## config.mk

```make
export PLATFORM = sky130hd
export DESIGN_NAME = vec_writeback
export DESIGN_NICKNAME = d
export VERILOG_FILES = /design/src/rtl/vec_writeback.sv
export SDC_FILE = /design/constraint.sdc
export NUM_CORES = 1
export LEC_CHECK = 0
export ABC_AREA = 1
export CAP_MARGIN = 30
export CORE_ASPECT_RATIO = 0.5
export CORE_MARGIN = 5
export CORE_UTILIZATION = 25
export CTS_CLUSTER_DIAMETER = 40
export DETAILED_ROUTE_END_ITERATION = 16
export PLACE_DENSITY = 0.52
export RECOVER_POWER = 25
export SETUP_SLACK_MARGIN = 0.4
export SYNTH_ARGS = -nofsm -noshare
export SYNTH_HDL_FRONTEND = slang
export SYNTH_SLANG_ARGS = --single-unit
```

## constraint.sdc

```tcl
create_clock -name clk -period 1.9 [get_ports clk]
set_input_delay 0.19 -clock clk [delete_from_list [all_inputs] [get_ports clk]]
set_output_delay 0.19 -clock clk [all_outputs]
set_load 0.005 [all_outputs]
```

## src/rtl/vec_writeback.sv

```systemverilog
// vec_writeback: write-back stage with a one-cycle scalar RF port and a lane-serialised vector RF port
// Optional `VEC_WB_FORWARD_EN adds EX-stage bypass outputs carrying the in-flight result
module vec_writeback #(
  parameter int SCAL_W = 21,
  parameter int VEC_W = 192,
  parameter int LANE_W = 24,
  parameter int DEST_W = 4,
  parameter int CNT_W = 16,
  localparam int LANES = VEC_W / LANE_W,
  localparam int LW = LANES > 1 ? $clog2(LANES) : 1
) (
  input  logic              clk,
  input  logic              rst,
  input  logic              in_valid,
  output logic              in_ready,
  input  logic [1:0]        wb_ctrl,
  input  logic              use_adder,
  input  logic [DEST_W-1:0] dest,
  input  logic [SCAL_W-1:0] res_alu_e,
  input  logic [VEC_W-1:0]  res_alu_ve,
  input  logic [VEC_W-1:0]  adder_vv,
  input  logic [VEC_W-1:0]  mem_data,
  output logic              sreg_we,
  output logic [DEST_W-1:0] sreg_addr,
  output logic [SCAL_W-1:0] sreg_wdata,
  output logic              vreg_we,
  output logic [DEST_W-1:0] vreg_addr,
  output logic [LW-1:0]     vreg_lane,
  output logic [LANE_W-1:0] vreg_wdata,
  output logic              busy,
  output logic [DEST_W-1:0] busy_dest,
  output logic              wb_done,
  output logic [CNT_W-1:0]  scal_cnt,
`ifdef VEC_WB_FORWARD_EN
  output logic              fwd_valid,
  output logic [DEST_W-1:0] fwd_dest,
  output logic              fwd_is_vec,
  output logic [SCAL_W-1:0] fwd_data_e,
  output logic [VEC_W-1:0]  fwd_data_v,
`endif
  output logic [CNT_W-1:0]  vec_cnt
);
  localparam logic [LW-1:0] LAST = LW'(LANES - 1);
  typedef enum logic {IDLE, VWRITE} state_t;
  state_t state, state_nx;
  logic [LW-1:0] lane;
  logic [DEST_W-1:0] vdest;
  logic [VEC_W-1:0] vdata;
  logic last, accept, acc_s, acc_v;
  assign last = state == VWRITE && lane == LAST;
  assign in_ready = state == IDLE || last;
  assign accept = in_valid && in_ready;
  assign acc_s = accept && wb_ctrl == 2'b01;
  assign acc_v = accept && wb_ctrl[1];
  always_ff @(posedge clk)
    if (rst) state <= IDLE;
    else state <= state_nx;
  always_comb begin
    state_nx = state;
    busy = state == VWRITE;
    if (in_ready) state_nx = acc_v ? VWRITE : IDLE;
    vreg_we = busy;
    vreg_lane = lane;
    vreg_addr = busy ? vdest : '0;
    busy_dest = busy ? vdest : '0;
    vreg_wdata = busy ? vdata[lane*LANE_W +: LANE_W] : '0;
    wb_done = sreg_we || last;
  end
  always_ff @(posedge clk) begin
    if (rst) begin
      lane <= '0;
      vdest <= '0;
      vdata <= '0;
      sreg_we <= 1'b0;
      sreg_addr <= '0;
      sreg_wdata <= '0;
      scal_cnt <= '0;
      vec_cnt <= '0;
    end else begin
      sreg_we <= acc_s;
      if (acc_s) begin
        sreg_addr <= dest;
        sreg_wdata <= res_alu_e;
      end
      if (acc_s && !(&scal_cnt)) scal_cnt <= scal_cnt + 1'b1;
      if (last && !(&vec_cnt)) vec_cnt <= vec_cnt + 1'b1;
      lane <= (state == VWRITE && !last) ? lane + 1'b1 : '0;
      if (acc_v) begin
        vdest <= dest;
        vdata <= wb_ctrl[0] ? mem_data : use_adder ? adder_vv : res_alu_ve;
      end
    end
  end
`ifdef VEC_WB_FORWARD_EN
  // scalar and vector writes never overlap, so one bypass port covers both
  assign fwd_valid = sreg_we || busy;
  assign fwd_is_vec = busy;
  assign fwd_dest = sreg_we ? sreg_addr : busy ? vdest : '0;
  assign fwd_data_e = sreg_we ? sreg_wdata : '0;
  assign fwd_data_v = busy ? vdata : '0;
`endif
endmodule
```

==> run summary, run 1 <==
result of the run: finished, violations left
violations in the final reports: negative setup slack
power density normalized to cell area: 641 mW/mm2
Switching Power: 5650 uW
number of buffers inserted by port buffering: 703
hold path depth: 3
CP Buf/Inv Count: 3
worst setup path startpoint: vreg_lane[0]
count of nets left with antenna violations after detail routing: 0
capturing element of the worst setup path: vreg_wdata[6]
Largest delay share family, worst path: flip-flops
Biggest register: vdata
detailed-route DRC error count: 0
drt via density: 5.03
overflow left after global routing: 0
final WL: 99.8 mm
critical path's largest stage delay: 430 ps
clock network power share: 41.0%
leading cell category by total area: non-clock buffers
global-route wire length before repair: 133 mm
Static Leak: 0.0116 uW
count of inverters not on the clock network in the layout: 237
number of flip-flops and latches in the synthesized netlist: 258
number of cells on the critical path: 9
origin of the critical flop-to-flop path: vreg_lane[0]
total routing usage reported by global routing: 27.4%
most congested layer reported by global routing: met2
flop share of the area: 17.9%
Largest regs: vdata: 192 flops, sreg_wdata: 21 flops
met3 wire length: 6.74 mm
Floorplan Nets: 2963
critical register-to-register path endpoint: vdata[34]
Multi-input gate area: 0.00998 mm2
clock tree from TritonCTS: yes
timing-limited maximum frequency: 454 MHz
Maximum Capacitance Violations: 0
Seq cells: 258
most prevalent standard cell on the critical path: nor2_1
worst reg2reg path depth: 14
yosys-reported design area after synthesis: 0.0152 mm2
pin count of the biggest net entering global routing: 101
weighted congestion at the end of routability-driven global placement: 0.966
number of top-level pins: 704
Worst R2R Setup Slack: -300 ps
top cell type's share of synthesized area: 33.9%
Avg Cell Area, Syn: 6.48 um2
Worst Hold Class: in -> reg
leading register cell type out of synthesis: dfxtp_1
number of global-route vias before repair: 18600
Hold Fails Final Rpt: 0
insertion delay to the later sink of the worst-skew pair: 560 ps
share of cells above drive strength 1: 23.6%
vias post-DR: 20100
tally of clock buffers in the finished layout: 42
Fin Clk Skew: 14.1 ps
post-CTS clock slew at the launch and capture registers of the worst setup and hold paths: 70 ps
required time of the critical path: 1710 ps
#MultiIn Comb: 1652
initial core utilization: 25.1%
half-perimeter wire length of the detailed placement result: 74.0 mm
chip area: 0.0663 mm2
antenna cells: 19
Netlist cell types: 32
Top Layer Used: met4
clock tree root buffer cell: clkbuf_16
portion of the layout cell area used by clock cells: 4.51%
number of enable flip-flop cells: 0
final net count: 3737
Sequential Power Share: 33.3%
final-report setup violation count: 264
Worst Min Path Start: res_alu_e[6]
WHS Endpoint: sreg_wdata[6]
kind of critical path: reg -> out
switching share of power: 30.3%
met1 track demand over resource: 36.8%
multi-input gate share of the layout cell area: 34.3%
cell total in the yosys stat output: 2352
OpenROAD warning count: 33
width of the chip: 359 um
violation tally from detailed-route iteration zero: 1753
nature of the critical path startpoint: register
crit path max-delay cell type: dfxtp_4
Row Count: 64
most frequent cells in the layout: clkdlybuf4s50_1 (641), nand2_1 (300), a21oi_1 (259)
synthesized netlist cell count: 2352
setup slack after layout: -304 ps
number of antenna violations at the first check in global routing: 21
Non-clock buffering overhead: 36.4%
buffers inserted during post-CTS setup optimization: 40
post-route setup TNS: -54690 ps
number of optimization iterations in the first detailed-route pass: 8
max FFs per register: 192
cells along the critical path: buf_6, buf_16, nor2_1, nor2_1, o21ai_0, o211ai_1, nand2_1, nor2_1, buf_2
type of destination of the critical path: primary output
maximum resistive drop on vdd: 0.526 mV
post-synth design cell area: 0.0152 mm2
Max Fanout on Critical Path: 8
area of the placeable core: 0.0608 mm2
largest area contributor in the netlist: dfxtp_1
met3 routing resource usage after global routing: 6.02%
Cell area leaders: dfxtp_1 (34%), a21oi_1 (13%), o211ai_1 (11%), o21ai_0 (9.7%), nand2_1 (7.8%)
Async SR Flop Fraction: 0%
global-route track usage on met2: 45.2%
total met2 wirelength after detailed routing: 48.5 mm
slew at the pin with the worst max-slew slack: 766 ps
sinks on the clock net: 258
post-cts sizing count: 447
total power of the final layout: 18700 uW
Final Max Slew Viols: 0
unrepaired setup endpoints after global routing: yes
clock buffer count from CTS: 35
Data arrival, critical path: 2010 ps
routed wirelength normalized by instance count: 25.0 um
period utilization: 116%
clock period minus final worst setup slack: 2200 ps
CTS hold repair buffers: 1
maximum level of the CTS H-tree: 2
Comb pwr share: 25.7%
total number of tap cells: 825
vertical die dimension: 185 um
register share after synthesis: 33.9%
most common cell after layout, fill and taps aside: clkdlybuf4s50_1
Int Power: 13000 uW
yosys warns: 0
routed metal-1 wirelength: 42.9 mm
worst max-slew margin expressed relative to the limit: 48.9%
maximum clock insertion buffer count: 3
Fill cells: 6120
run 1: kinds of logic (layout without fill, tap and decap cells):
kind of cell / Yosys count / count (layout) / synth area share (%)
AND/OR/NAND/NOR: 676 / 676 / 17.5
AND-OR/OR-AND: 969 / 969 / 35.6
flip-flops: 258 / 258 / 33.9
other: 0 / 19 / 0
buffers and inverters: 442 / 1243 / 12.6
adder cells (fa/ha/maj): 4 / 4 / 0.328
XOR/XNOR: 3 / 3 / 0.172
run 1: Yosys cell counts (2+ instances only):
cell type,n
o21ai_0,296
ha_1,4
nand2_1,318
o21ai_1,25
o211ai_1,216
buf_4,13
nor2_2,6
xor2_1,2
clkbuf_1,114
buf_2,51
nor2_1,308
nand3b_1,2
nand4_1,7
inv_1,230
inv_2,4
nand3_1,26
a21oi_1,406
nor3_1,2
dfxtp_1,258
buf_6,19
nand2_4,2
o22ai_1,24
buf_1,10
run 1: worst register-to-register path, stage by stage (launching register included):
cell and delay, ps:
dfxtp_4 430, buf_6 130, buf_12 90, ha_4 120, ha_4 160, inv_2 50, nand2_4 70, nand2_4 60
nor2_8 140, buf_12 180, buf_16 170, buf_16 170, buf_16 180, o21ai_2 50, a21oi_1 130
run 1: metrics by stage:
stage / hold slack [ps] / cell area, um2 / worst slack, ps / util, % / instances
floorplan: 325 / 15300 / 337 / - / 2352
global placement: 484 / 23700 / -146 / 39.1 / 3802
detailed placement: 490 / 23700 / -168 / 39.1 / 3802
CTS: 195 / 26900 / -389 / 44.3 / 3939
global route: 225 / 29100 / -398 / 47.9 / 3996
finish: 212 / 29100 / -304 / 47.9 / 3997
run 1: power by group through the flow:
stage               logic, uW  clock network [uW]  registers (uW)
floorplan                1480                   0            5990
global placement         3650                   0            6240
detailed placement       3660                   0            6220
CTS                      4280                7730            6140
global route             5090                8060            6220
finish                   4810                7660            6210
Figure 1. Cells by drive strength (run 1).
Drawn at 1.5 px/um.
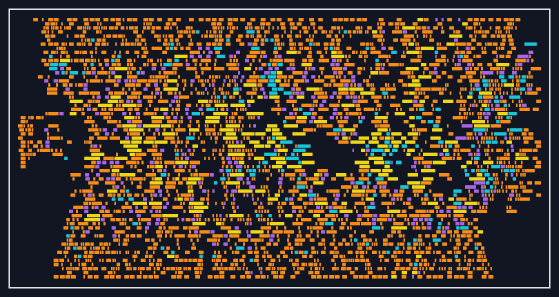
Cyan is x3 and x4, cells 192. Yellow is x6 and larger, cells 223. Orange is x1 and smaller, cells 2408. Purple is x2, cells 330.
Buffers, non-clock: 942
final design area excluding fillers: 0.0291 mm2
Area Overhead vs Synth: 91.0%
setup slack after layout: -304 ps

Figure 2. Sequential cells grouped by signal name (run 1).
Drawn at 1.5 px/um.
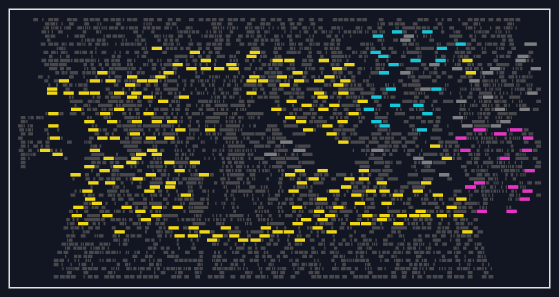
Yellow is vdata, flops 192. Cyan is sreg_wdata, flops 21. Magenta is vec_cnt, flops 16, where east.
FF+latch area: 0.00520 mm2
sequential logic power: 6210 uW
Final Util: 47.9%

Figure 3. Cells coloured by class (run 1).
Drawn at 1.5 px/um.
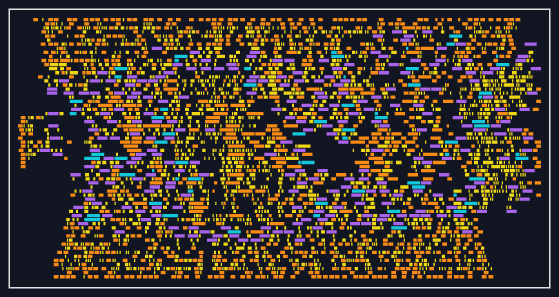
Purple is registers, cells 258. Orange is remaining buffers and delay cells, cells 942. Yellow is remaining logic cells, cells 1889. Cyan is clock drivers and dummy loads, cells 64.

## Run 2: what changed since run 1
--- a/config.mk
+++ b/config.mk
@@ -10,6 +10,7 @@
 export CORE_ASPECT_RATIO = 0.5
 export CORE_MARGIN = 5
 export CORE_UTILIZATION = 25
+export CTS_BUF_LIST = sky130_fd_sc_hd__clkbuf_4 sky130_fd_sc_hd__clkbuf_8
 export CTS_CLUSTER_DIAMETER = 40
 export DETAILED_ROUTE_END_ITERATION = 16
 export PLACE_DENSITY = 0.52
@@ -18,3 +19,4 @@
 export SYNTH_ARGS = -nofsm -noshare
 export SYNTH_HDL_FRONTEND = slang
 export SYNTH_SLANG_ARGS = --single-unit
+export TNS_END_PERCENT = 1
Figure 4. Cells by drive strength (run 2).
Drawn at 1.5 px/um.
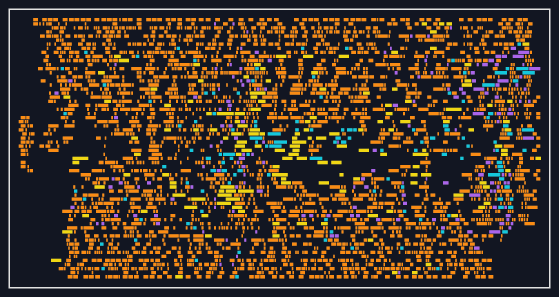
Cyan is x3 and x4, cells 123. Yellow is x6 and larger, cells 150. Purple is x2, cells 163. Orange is x1 and smaller, cells 2632.

==> run 2 against run 1 <==
Compared with the run above: the flow still finishes with violations (negative setup slack); synthesized cell count unchanged; via count down 4.4%; die area unchanged; first-iteration DRC count down 8.3%; clock-buffer cell count up 27; critical endpoint is now vreg_wdata[7]; largest power group unchanged.
==> run summary, run 2 <==
synthesized netlist cell count: 2352 (unchanged)
chip area: 0.0663 mm2 (unchanged)
most congested layer reported by global routing: met2 (unchanged)
most frequent cells in the layout: clkdlybuf4s50_1 (604), a21oi_1 (368), nand2_1 (309) (was clkdlybuf4s50_1 (641), nand2_1 (300), a21oi_1 (259))
crit path max-delay cell type: dfxtp_4 (unchanged)
half-perimeter wire length of the detailed placement result: 74.3 mm (was 74.0 mm)
routed wirelength normalized by instance count: 24.3 um (was 25.0 um)
sinks on the clock net: 258 (unchanged)
number of enable flip-flop cells: 0 (unchanged)
number of antenna violations at the first check in global routing: 26 (was 21)
final net count: 3645 (was 3737)
met3 routing resource usage after global routing: 6.36% (was 6.02%)
Maximum Capacitance Violations: 0 (unchanged)
Area Overhead vs Synth: 68.1% (was 91.0%)
initial core utilization: 25.1% (unchanged)
vias post-DR: 19200 (was 20100)
setup slack after layout: -404 ps (was -304 ps)
Netlist cell types: 32 (unchanged)
Largest delay share family, worst path: buffers and inverters (was flip-flops)
overflow left after global routing: 0 (unchanged)
Worst R2R Setup Slack: -60 ps (was -300 ps)
number of optimization iterations in the first detailed-route pass: 6 (was 8)
slew at the pin with the worst max-slew slack: 675 ps (was 766 ps)
Top Layer Used: met5 (was met4)
nature of the critical path startpoint: register (unchanged)
met1 track demand over resource: 35.1% (was 36.8%)
global-route wire length before repair: 129 mm (was 133 mm)
type of destination of the critical path: primary output (unchanged)
OpenROAD warning count: 31 (was 33)
power density normalized to cell area: 647 mW/mm2 (was 641 mW/mm2)
yosys-reported design area after synthesis: 0.0152 mm2 (unchanged)
Floorplan Nets: 2963 (unchanged)
post-CTS clock slew at the launch and capture registers of the worst setup and hold paths: 70 ps (about the same)
worst setup path startpoint: vreg_lane[0] (unchanged)
max FFs per register: 192 (unchanged)
Largest regs: vdata: 192 flops, sreg_wdata: 21 flops (unchanged)
routed metal-1 wirelength: 41.8 mm (was 42.9 mm)
clock network power share: 39.3% (was 41.0%)
Int Power: 11600 uW (was 13000 uW)
final worst hold slack: 146 ps (was 212 ps)
count of nets left with antenna violations after detail routing: 0 (unchanged)
post-synth design cell area: 0.0152 mm2 (unchanged)
Biggest register: vdata (unchanged)
Cell area leaders: dfxtp_1 (34%), a21oi_1 (13%), o211ai_1 (11%), o21ai_0 (9.7%), nand2_1 (7.8%) (unchanged)
Final Util: 42.2% (was 47.9%)
combinational-cell power consumption: 3910 uW (was 4810 uW)
number of cells on the critical path: 8 (was 9)
Worst Hold Class: in -> reg (unchanged)
detailed-route DRC error count: 0 (unchanged)
worst max-slew margin expressed relative to the limit: 55.0% (was 48.9%)
vertical die dimension: 185 um (unchanged)
clock tree from TritonCTS: yes (unchanged)
clock buffer count from CTS: 46 (was 35)
yosys warns: 0 (unchanged)
timing-limited maximum frequency: 434 MHz (was 454 MHz)
violation tally from detailed-route iteration zero: 1608 (was 1753)
unrepaired setup endpoints after global routing: yes (unchanged)
final WL: 95.0 mm (was 99.8 mm)
insertion delay to the later sink of the worst-skew pair: 610 ps (was 560 ps)
buffers inserted during post-CTS setup optimization: 10 (was 40)
required time of the critical path: 1710 ps (about the same)
number of buffers inserted by port buffering: 703 (unchanged)
cells along the critical path: buf_12, buf_8, buf_6, o21ai_2, o211ai_1, nand2_1, nor2_1, buf_2 (was buf_6, buf_16, nor2_1, nor2_1, o21ai_0, o211ai_1, nand2_1, nor2_1, buf_2)
result of the run: finished, violations left (unchanged)
violations in the final reports: negative setup slack (unchanged)
number of global-route vias before repair: 18300 (was 18600)
drt via density: 4.91 (was 5.03)
kind of critical path: reg -> out (unchanged)
critical register-to-register path endpoint: vdata[81] (was vdata[34])
most popular library cell in the synthesized design by count: a21oi_1 (unchanged)
final-report setup violation count: 86 (was 264)
Hold Fails Final Rpt: 0 (unchanged)
met3 wire length: 6.34 mm (was 6.74 mm)
Comb pwr share: 23.6% (was 25.7%)
share of cells above drive strength 1: 14.2% (was 23.6%)
CTS hold repair buffers: 1 (unchanged)
Max Fanout on Critical Path: 6 (was 8)
sequential logic power: 6150 uW (was 6210 uW)
pin count of the biggest net entering global routing: 109 (was 101)
leading register cell type out of synthesis: dfxtp_1 (unchanged)
total met2 wirelength after detailed routing: 44.8 mm (was 48.5 mm)
global-route track usage on met2: 42.7% (was 45.2%)
area of the placeable core: 0.0608 mm2 (unchanged)
capturing element of the worst setup path: vreg_wdata[7] (was vreg_wdata[6])
total routing usage reported by global routing: 26.4% (was 27.4%)
Figure 5. Cell placement (run 2).
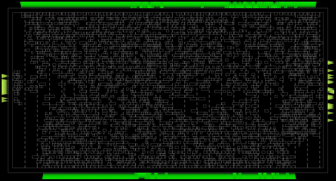
final instance count without filler cells: 3912
Row Count: 64

[run 2: cell counts after synthesis]
No cell type changed its count.
[run 2: layout make-up]
type / instances / area, um2
Inverter: 235 / 905
Multi-Input combinational cell: 1652 / 8690
Fill cell: 6397 / 35100
Timing Repair Buffer: 841 / 8650
Antenna cell: 19 / 47.5
Sequential cell: 258 / 5210
Clock inverter: 13 / 223
Clock buffer: 69 / 881
Tap cell: 825 / 1030
[run 2: kinds of logic (layout without fill, tap and decap cells)]
| kind of cell | Yosys count | after routing | share of synthesized area (%) |
|---|---|---|---|
| other | 0 | 19 | 0 |
| buffers and inverters | 442 | 1158 | 12.6 |
| AOI/OAI and AO/OA | 969 | 969 | 35.6 |
| and+or+nand+nor | 676 | 676 | 17.5 |
| DFF | 258 | 258 | 33.9 |
| xor gates and xnor gates | 3 | 3 | 0.172 |
| adders and majority gates | 4 | 4 | 0.328 |
[run 2: metrics by stage]
step / cell area [um2] / cells / worst slack (ps)
after floorplan: 15300 / 2352 / 337
after global placement: 23600 / 3789 / -149
after detailed placement: 23600 / 3789 / -151
after CTS: 25300 / 3889 / -419
after global routing: 25600 / 3912 / -502
final: 25600 / 3912 / -404
[run 2: how the worst min path moves through the flow]
stage	startpoint	endpoint	slack, ps	cells after the start
6_report	res_alu_e[8]	sreg_wdata[8]	150	3
5_1_grt	res_alu_e[0]	sreg_wdata[0]	130	3
4_1_cts	res_alu_e[6]	sreg_wdata[6]	100	3
3_5_place_dp	sreg_addr[2]	sreg_addr[2]	500	2
3_3_place_gp	sreg_addr[2]	sreg_addr[2]	490	2
2_1_floorplan	res_alu_e[10]	sreg_wdata[10]	320	2
[run 2: tightest hold or removal path, delay by kind of cell]
| kind | cells | cell delay (ps) |
|---|---|---|
| AND/OR/NAND/NOR | 2 | 150 |
| buffers and inverters | 1 | 390 |
Power figures rest on the tool's default switching activity, not on a simulated workload.
